File: config.mk
export PLATFORM = sky130hd
export DESIGN_NAME = pipeline_ctrl
export DESIGN_NICKNAME = d
export VERILOG_FILES = /design/src/rtl/pipeline_ctrl.sv
export SDC_FILE = /design/constraint.sdc
export NUM_CORES = 1
export LEC_CHECK = 0
export CORE_ASPECT_RATIO = 0.5
export CORE_UTILIZATION = 45
export CTS_CLUSTER_SIZE = 28
export DETAILED_ROUTE_END_ITERATION = 10
export GPL_ROUTABILITY_DRIVEN = 0
export GPL_TIMING_DRIVEN = 0
export PLACE_DENSITY = 0.77
export SYNTH_ARGS = -nofsm -noshare
export SYNTH_HDL_FRONTEND = slang
export SYNTH_SLANG_ARGS = --single-unit
File: constraint.sdc
create_clock -name clk_i -period 2.1 [get_ports clk_i]
set_clock_uncertainty 0.2 [all_clocks]
set_input_delay 0.315 -clock clk_i [delete_from_list [all_inputs] [get_ports clk_i]]
set_output_delay 0.315 -clock clk_i [all_outputs]
set_load 0.005 [all_outputs]
File: src/rtl/pipeline_ctrl.sv
// pipeline_ctrl: ID decode, stage control registers, hazard stall/flush and EX forwarding selects
module pipeline_ctrl #(
    parameter int AW     = 5,
    parameter bit FWD_EN = 1'b1
) (
    input  logic          clk_i,
    input  logic          rst_i,
    input  logic [6:0]    op_i,
    input  logic [AW-1:0] rs1_i,
    input  logic [AW-1:0] rs2_i,
    input  logic [AW-1:0] rd_i,
    input  logic          branch_taken_i,
    output logic          stall_o,
    output logic          flush_o,
    output logic          id_branch_o,
    output logic [1:0]    ex_alu_op_o,
    output logic          ex_alu_src_o,
    output logic [AW-1:0] ex_rs1_o,
    output logic [AW-1:0] ex_rs2_o,
    output logic [1:0]    fwd_a_o,
    output logic [1:0]    fwd_b_o,
    output logic          mem_mem_read_o,
    output logic          mem_mem_write_o,
    output logic [AW-1:0] mem_rd_o,
    output logic          wb_reg_write_o,
    output logic          wb_mem_to_reg_o,
    output logic [AW-1:0] wb_rd_o
);
    localparam logic [6:0] OP_R   = 7'b0110011;
    localparam logic [6:0] OP_I   = 7'b0010011;
    localparam logic [6:0] OP_LW  = 7'b0000011;
    localparam logic [6:0] OP_SW  = 7'b0100011;
    localparam logic [6:0] OP_BEQ = 7'b1100011;

    logic          d_reg_write, d_mem_to_reg, d_mem_read, d_mem_write, d_branch, d_alu_src;
    logic [1:0]    d_alu_op;
    logic          use_rs1, use_rs2;

    logic          ex_reg_write_q, ex_mem_to_reg_q, ex_mem_read_q, ex_mem_write_q, ex_alu_src_q;
    logic [1:0]    ex_alu_op_q;
    logic [AW-1:0] ex_rd_q, ex_rs1_q, ex_rs2_q;
    logic          ex_reg_write_d, ex_mem_to_reg_d, ex_mem_read_d, ex_mem_write_d, ex_alu_src_d;
    logic [1:0]    ex_alu_op_d;
    logic [AW-1:0] ex_rd_d, ex_rs1_d, ex_rs2_d;

    logic          mem_reg_write_q, mem_mem_to_reg_q, mem_mem_read_q, mem_mem_write_q;
    logic [AW-1:0] mem_rd_q;
    logic          wb_reg_write_q, wb_mem_to_reg_q;
    logic [AW-1:0] wb_rd_q;

    logic          ex_hit, mem_hit, load_use, branch_haz, nofwd_haz;
    logic          mem_fwd_ok, wb_fwd_ok;

    // Decode the ID opcode into control bits and which source fields it actually reads
    always_comb begin
        {d_reg_write, d_mem_to_reg, d_mem_read, d_mem_write, d_branch, d_alu_src, d_alu_op} = 8'b0;
        {use_rs1, use_rs2} = 2'b00;
        case (op_i)
            OP_R:    begin {d_reg_write, d_mem_to_reg, d_mem_read, d_mem_write, d_branch, d_alu_src, d_alu_op} = 8'b1000_0010; {use_rs1, use_rs2} = 2'b11; end
            OP_I:    begin {d_reg_write, d_mem_to_reg, d_mem_read, d_mem_write, d_branch, d_alu_src, d_alu_op} = 8'b1000_0111; {use_rs1, use_rs2} = 2'b10; end
            OP_LW:   begin {d_reg_write, d_mem_to_reg, d_mem_read, d_mem_write, d_branch, d_alu_src, d_alu_op} = 8'b1110_0100; {use_rs1, use_rs2} = 2'b10; end
            OP_SW:   begin {d_reg_write, d_mem_to_reg, d_mem_read, d_mem_write, d_branch, d_alu_src, d_alu_op} = 8'b0001_0100; {use_rs1, use_rs2} = 2'b11; end
            OP_BEQ:  begin {d_reg_write, d_mem_to_reg, d_mem_read, d_mem_write, d_branch, d_alu_src, d_alu_op} = 8'b0000_1001; {use_rs1, use_rs2} = 2'b11; end
            default: ;
        endcase
    end

    // A stage "hits" when it writes a nonzero rd that the ID instruction reads
    assign ex_hit  = ex_reg_write_q && ex_rd_q != '0 &&
                     ((use_rs1 && ex_rd_q == rs1_i) || (use_rs2 && ex_rd_q == rs2_i));
    assign mem_hit = mem_reg_write_q && mem_rd_q != '0 &&
                     ((use_rs1 && mem_rd_q == rs1_i) || (use_rs2 && mem_rd_q == rs2_i));

    // The ID-stage comparator needs final values, so beq waits out EX writers and MEM loads
    assign load_use   = ex_mem_read_q && ex_hit;
    assign branch_haz = d_branch && (ex_hit || (mem_mem_read_q && mem_hit));
    assign nofwd_haz  = !FWD_EN && (ex_hit || mem_hit);

    assign stall_o     = !rst_i && (load_use || branch_haz || nofwd_haz);
    assign id_branch_o = !rst_i && d_branch;
    assign flush_o     = id_branch_o && branch_taken_i && !stall_o;

    // EX/MEM result is newer than MEM/WB, so it wins when both match
    assign mem_fwd_ok = FWD_EN && mem_reg_write_q && mem_rd_q != '0;
    assign wb_fwd_ok  = FWD_EN && wb_reg_write_q && wb_rd_q != '0;
    assign fwd_a_o    = (mem_fwd_ok && mem_rd_q == ex_rs1_q) ? 2'b10 :
                        (wb_fwd_ok && wb_rd_q == ex_rs1_q) ? 2'b01 : 2'b00;
    assign fwd_b_o    = (mem_fwd_ok && mem_rd_q == ex_rs2_q) ? 2'b10 :
                        (wb_fwd_ok && wb_rd_q == ex_rs2_q) ? 2'b01 : 2'b00;

    // ID/EX next state: a stall injects an all-zero bubble
    always_comb begin
        ex_reg_write_d  = stall_o ? 1'b0 : d_reg_write;
        ex_mem_to_reg_d = stall_o ? 1'b0 : d_mem_to_reg;
        ex_mem_read_d   = stall_o ? 1'b0 : d_mem_read;
        ex_mem_write_d  = stall_o ? 1'b0 : d_mem_write;
        ex_alu_src_d    = stall_o ? 1'b0 : d_alu_src;
        ex_alu_op_d     = stall_o ? 2'b00 : d_alu_op;
        ex_rd_d         = stall_o ? '0 : rd_i;
        ex_rs1_d        = stall_o ? '0 : rs1_i;
        ex_rs2_d        = stall_o ? '0 : rs2_i;
    end

    // ID/EX stage register
    always_ff @(posedge clk_i) begin
        if (rst_i) begin
            ex_reg_write_q  <= 1'b0;
            ex_mem_to_reg_q <= 1'b0;
            ex_mem_read_q   <= 1'b0;
            ex_mem_write_q  <= 1'b0;
            ex_alu_src_q    <= 1'b0;
            ex_alu_op_q     <= 2'b00;
            ex_rd_q         <= '0;
            ex_rs1_q        <= '0;
            ex_rs2_q        <= '0;
        end else begin
            ex_reg_write_q  <= ex_reg_write_d;
            ex_mem_to_reg_q <= ex_mem_to_reg_d;
            ex_mem_read_q   <= ex_mem_read_d;
            ex_mem_write_q  <= ex_mem_write_d;
            ex_alu_src_q    <= ex_alu_src_d;
            ex_alu_op_q     <= ex_alu_op_d;
            ex_rd_q         <= ex_rd_d;
            ex_rs1_q        <= ex_rs1_d;
            ex_rs2_q        <= ex_rs2_d;
        end
    end

    // EX/MEM and MEM/WB always advance; reset discards everything in flight
    always_ff @(posedge clk_i) begin
        if (rst_i) begin
            mem_reg_write_q  <= 1'b0;
            mem_mem_to_reg_q <= 1'b0;
            mem_mem_read_q   <= 1'b0;
            mem_mem_write_q  <= 1'b0;
            mem_rd_q         <= '0;
            wb_reg_write_q   <= 1'b0;
            wb_mem_to_reg_q  <= 1'b0;
            wb_rd_q          <= '0;
        end else begin
            mem_reg_write_q  <= ex_reg_write_q;
            mem_mem_to_reg_q <= ex_mem_to_reg_q;
            mem_mem_read_q   <= ex_mem_read_q;
            mem_mem_write_q  <= ex_mem_write_q;
            mem_rd_q         <= ex_rd_q;
            wb_reg_write_q   <= mem_reg_write_q;
            wb_mem_to_reg_q  <= mem_mem_to_reg_q;
            wb_rd_q          <= mem_rd_q;
        end
    end

    assign ex_alu_op_o     = ex_alu_op_q;
    assign ex_alu_src_o    = ex_alu_src_q;
    assign ex_rs1_o        = ex_rs1_q;
    assign ex_rs2_o        = ex_rs2_q;
    assign mem_mem_read_o  = mem_mem_read_q;
    assign mem_mem_write_o = mem_mem_write_q;
    assign mem_rd_o        = mem_rd_q;
    assign wb_reg_write_o  = wb_reg_write_q;
    assign wb_mem_to_reg_o = wb_mem_to_reg_q;
    assign wb_rd_o         = wb_rd_q;
endmodule

Run 1, placement by cell class:
Scale bar: 20 µm.
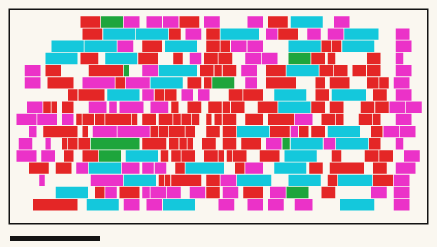
clock drivers and dummy loads: marked green, cells 8. all other logic: marked red, cells 134. flip-flops: marked cyan, cells 36. other buffers and delay cells: marked magenta, cells 84.

Run 1, track usage over the die:
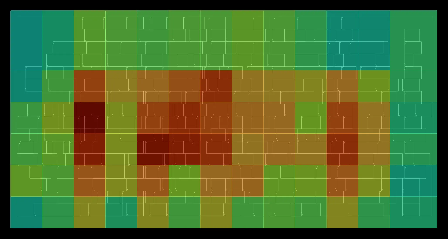
detail-routed net length per standard cell: 17.1 µm
GR Layer Usage met3: 5.40%

Run 1, nets reached from selected ports:
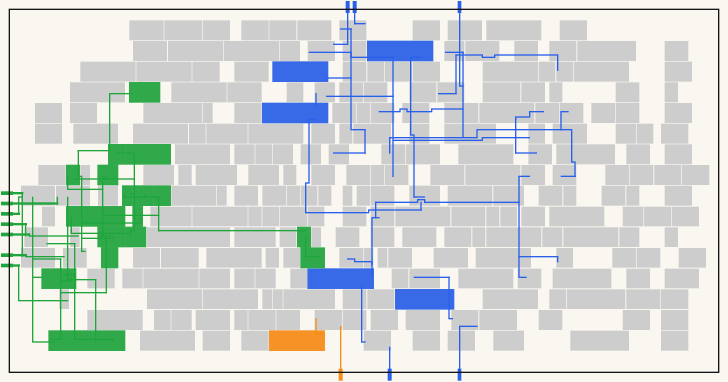
wb_mem_to_reg_o: marked orange, bits 1, direction output, end cells 1, wire 8.60 µm. mem_rd_o: marked blue, bits 5, direction output, end cells 5, wire 338 µm. op_i: marked green, bits 7, direction input, end cells 18, wire 280 µm.

==> run notes, run 1 <==
Status on the layout run. Once iteration 0 of detailed routing completed, the report listed between 70 and 80 DRC markers. The global routing report lists combined usage of all routing layers as between 20% and 30%. Number of setup violations in the final report landed at 27. Wire segments on met3 add up to about 230 µm in the final route. Synthesis inferred 36 register bits.

The most frequently used library cell after synthesis is sky130_fd_sc_hd__dfxtp_1. Maximum number of pins on one net before global-route repair landed at 12. The final timing report derives a shortest allowable period of between 2000 and 3000 ps. Post-route worst setup slack landed at -539 ps.

Yosys reported that registers with async set or reset make up 0%. Synthesis area per yosys landed at 1870 µm². Post-layout net count landed at between 200 and 300. The synthesized netlist was found by Yosys to have about 180 cells. Per the synthesis report, the dominant area consumer among library cells is sky130_fd_sc_hd__dfxtp_1. For this run, the leading register cell type out of synthesis is sky130_fd_sc_hd__dfxtp_1. Final global-route overflow total landed at 0. STA classifies the critical path startpoint as a register. Cell area after technology mapping landed at between 1500 and 2000 µm². Setup repair after global routing could not meet its margin everywhere.

The checks that failed: negative setup slack. At floorplan, the net count of the design was reported as just over 200. The flow ran to the end, but the final reports show violations. Combinational gate area landed at 1180 µm².

TritonCTS built the clock tree. Number of warnings in the stage logs landed at 29.
-- run 1: sequential cells by signal (all words and copies together) (netlist names), 2 cells and up --
signal,flops
mem_rd_o,5
wb_rd_o,5
ex_rd_q,5
ex_alu_op_o,2
ex_rs1_o,5
ex_rs2_o,5
-- run 1: worst max-delay path, cell delays in order (launching register included) --
cell,delay (ps)
sky130_fd_sc_hd__dfxtp_4,350
sky130_fd_sc_hd__or4_4,540
sky130_fd_sc_hd__o21ai_4,160
sky130_fd_sc_hd__buf_6,130
sky130_fd_sc_hd__nor3b_4,40
sky130_fd_sc_hd__buf_4,130
sky130_fd_sc_hd__a21o_4,200
sky130_fd_sc_hd__nor3b_2,160
sky130_fd_sc_hd__buf_2,130
-- run 1: layout make-up --
type,count,area share (%)
sequential,36,25.2
timing repair buffer,75,25.3
buffer,9,2.86
clock inverter,2,1.20
clock buffer,6,2.48
inverter,1,0.128
multi-input combinational,133,40.5
tap,54,2.31
-- run 1: cells in the final DEF, fill, tap and decap left out, types with 5 or more instances in the layout --
master,instances
sky130_fd_sc_hd__nor2_1,6
sky130_fd_sc_hd__clkdlybuf4s50_1,43
sky130_fd_sc_hd__dlygate4sd2_1,5
sky130_fd_sc_hd__dfxtp_1,28
sky130_fd_sc_hd__xor2_1,34
sky130_fd_sc_hd__buf_4,11
sky130_fd_sc_hd__buf_6,6
sky130_fd_sc_hd__buf_2,5
sky130_fd_sc_hd__nor3b_2,15
sky130_fd_sc_hd__dfxtp_2,5
sky130_fd_sc_hd__clkbuf_8,5
sky130_fd_sc_hd__xnor2_1,6
sky130_fd_sc_hd__nor2b_1,15
-- run 1: stage by stage --
step           hold WS, ps  setup TNS, ps  util (%)
2_1_floorplan          187          -12.7         -
3_3_place_gp           222         -15800      63.4
3_5_place_dp           232         -16940      63.4
4_1_cts                248          -8510      72.9
5_1_grt                275         -12590      74.2
6_report               242         -10620      74.2
-- run 1: power by group --
part / switching [mW] / internal [mW] / leakage (nW)
logic: 0.120 / 0.159 / 0.906
clock network: 0.258 / 0.352 / 0.0552
registers: 0.0288 / 0.704 / 0.300
total: 0.407 / 1.22 / 1.26
-- run 1: worst paths after layout --
| path | start | to | slack [ps] | cells past startpoint |
|---|---|---|---|---|
| worst max register to register | mem_rd_o[2] | ex_rs1_o[1] | -490 | 12 |
| worst max-delay path | mem_rd_o[2] | flush_o | -540 | 8 |
| worst min-delay path | ex_mem_write_q | mem_mem_write_o | 240 | 1 |
| worst min register to register | ex_mem_write_q | mem_mem_write_o | 240 | 1 |
-- run 1: layer usage --
layer / track usage, % / up-vias
li1: - / 784
met3: 5.40 / 10
met1: 30.4 / 804
met2: 41.8 / 64
met5: 0 / -
met4: 8.92 / 0
-- run 1: kinds of logic after synthesis --
group / Yosys count / synth area share, %
AND-OR/OR-AND: 14 / 5.63
AND/OR/NAND/NOR: 79 / 32.3
buffers and inverters: 13 / 4.69
flip-flops: 36 / 38.6
XOR/XNOR: 40 / 18.8
-- run 1: timing repair --
action / CTS / global route
setup endpoints to repair: 28 / 28
hold endpoints to repair: 0 / 0
cloned: 2 / 0
gates resized: 56 / 19
buffers inserted: 11 / 11
pin swaps: 13 / 13
--- run 2 (diff from run 1) ---
- CORE_ASPECT_RATIO: 0.5 -> 2
- PLACE_DENSITY: 0.77 -> 0.81
Run 2, nets reached from selected ports:
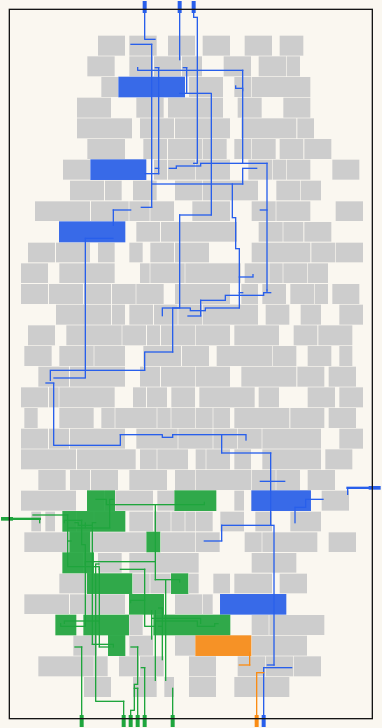
wb_mem_to_reg_o: marked orange, bits 1, direction output, end cells 1, wire 9.60 µm. mem_rd_o: marked blue, bits 5, direction output, end cells 5, wire 403 µm. op_i: marked green, bits 7, direction input, end cells 18, wire 252 µm.

Run 2, track usage over the die:
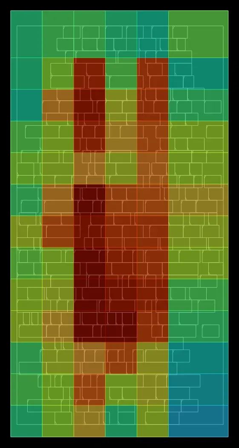
detail-routed net length per standard cell: 17.9 µm
Overall Global Routing Usage: 26.0%
busiest grt layer: met2

==> run 2 against run 1 <==
Compared with the run above: utilization down 1.3 points; largest cell class unchanged; combinational power about the same; synthesized area unchanged; maximum frequency up 6.5%; sequential power about the same; die area unchanged; sequential share of layout area up 0.60 points; sequential cell count unchanged; the flow still finishes with violations (negative setup slack); first-iteration DRC count down 9.0%.
==> run notes, run 2 <==
Status on the layout run. The critical path's slowest stage uses the library cell sky130_fd_sc_hd__clkdlybuf4s50_1. STA classifies the critical path startpoint as an input pin. Number of warnings in the stage logs landed at 30 (+3.4%). The combinational gate area was 1200 µm² (+1.3%). Number of buffers on the longest clock path landed at 2. Minimum clock period after layout landed at 2480 ps (-162 ps). Per the cell usage report, the commonest logic cell in the layout is sky130_fd_sc_hd__clkdlybuf4s50_1. The worst hold slack is 254 ps (+11.5 ps). Final setup TNS landed at -4700 ps (+5920 ps). The first-iteration detailed-routing DRC count came to 71 (-9.0%).

For this run the top cell type by instance count after synthesis was sky130_fd_sc_hd__dfxtp_1. Maximum number of pins on one net before global-route repair landed at 11 (-1). The flow ran to the end, but the final reports show violations. The commonest register cell is sky130_fd_sc_hd__dfxtp_1. TritonCTS built the clock tree. The final reports fail on negative setup slack. The cell area after technology mapping is 1870 µm² (unchanged). The biggest area contributor in the post-synthesis netlist is sky130_fd_sc_hd__dfxtp_1.

The cell total in the yosys stat output came to 182 (unchanged). Synthesis area per yosys landed at 1870 µm² (unchanged). Number of setup violations in the final report landed at 27 (unchanged). Final global-route overflow total landed at 0 (unchanged). Net count after synthesis landed at 207 (unchanged). At the later pin of the worst-skew pair, clock insertion delay measures 300 ps. The largest stage delay on the critical path came to 490 ps (-50 ps).

The post-layout net count came to 280 (-2.1%). The number of storage elements in the synthesis netlist was 36 (unchanged). Listed in order, past its start point the critical path passes clkdlybuf4s50_1 -> xor2_1 -> nor3_2 -> and3_1 -> o21bai_1 -> a21oi_1 -> buf_2. The post-route worst setup slack is -377 ps (+162 ps).
[run 2: netlist changes by cell type in the layout (fill, tap and decap cells not counted), moves of 3 or more]
cell	before	now
sky130_fd_sc_hd__dlymetal6s2s_1	4	1
sky130_fd_sc_hd__buf_6	6	1
sky130_fd_sc_hd__dlygate4sd2_1	5	8
sky130_fd_sc_hd__nor3_2	3	7
sky130_fd_sc_hd__nor3_1	4	0
sky130_fd_sc_hd__buf_8	3	0
[run 2: path summary, 6_finish.rpt]
check | depth (start not counted) | slack (ps) | endpoint | startpoint
worst max-delay path | 7 | -380 | stall_o | rs2_i[2]
worst min-delay path | 2 | 250 | ex_rs1_o[0] | rs1_i[0]
worst max register to register | 8 | -160 | ex_rs1_o[3] | mem_rd_o[3]
worst min register to register | 1 | 270 | mem_mem_write_o | ex_mem_write_q
[run 2: cells by family after synthesis]
logic type	synth area share (%)
DFF	38.6
xor gates and xnor gates	18.8
and+or+nand+nor	32.3
buffers and inverters	4.69
AOI/OAI and AO/OA	5.63
[run 2: layout make-up]
cell class              instances  share of cell area [%]
multi-input cells             133                    42.0
repair buffers                 69                    23.6
flip-flops and latches         36                    25.8
plain buffers                   9                    2.84
well taps                      51                    2.23
inverters                       1                   0.131
clock buffers                   7                    3.37
[run 2: what timing repair did]
| item | 4_1_cts | 5_1_grt |
|---|---|---|
| cloned | 1 | 1 |
| pin swaps | 15 | 8 |
| setup endpoints to repair | 28 | 27 |
| gates resized | 61 | 10 |
| buffers inserted | 10 | 1 |
[run 2: per-stage QoR]
stage | utilization [%] | area [µm²]
floorplan | - | 1870
global placement | 63.6 | 2500
detailed placement | 63.6 | 2500
CTS | 71.0 | 2790
global route | 72.9 | 2860
finish | 72.9 | 2860
[run 2: power breakdown]
part / switching, mW / internal [mW] / leakage, nW / total, mW
Sequential: 0.0291 / 0.704 / 0.300 / 0.733
Clock: 0.241 / 0.292 / 0.0503 / 0.533
Combinational: 0.126 / 0.156 / 0.836 / 0.282
Total: 0.396 / 1.15 / 1.19 / 1.55
[run 2: worst max-delay path: cells and delay by family]
family                    cells  cell delay (ps)
AOI/OAI and AO/OA             2              270
xor gates and xnor gates      1              190
buffers and inverters         2              650
and+or+nand+nor               2              530
[run 2: layer usage]
| metal | global-route usage [%] | vias to the layer above | part of all wire, % |
|---|---|---|---|
| met5 | 0 | - | 0 |
| met3 | 3.86 | 23 | 3.7 |
| li1 | - | 770 | - |
| met1 | 27.0 | 797 | 36 |
| met2 | 46.7 | 69 | 56 |
| met4 | 12.5 | 0 | 4.1 |
No activity file was given, so power comes from the tool's default toggle rates.
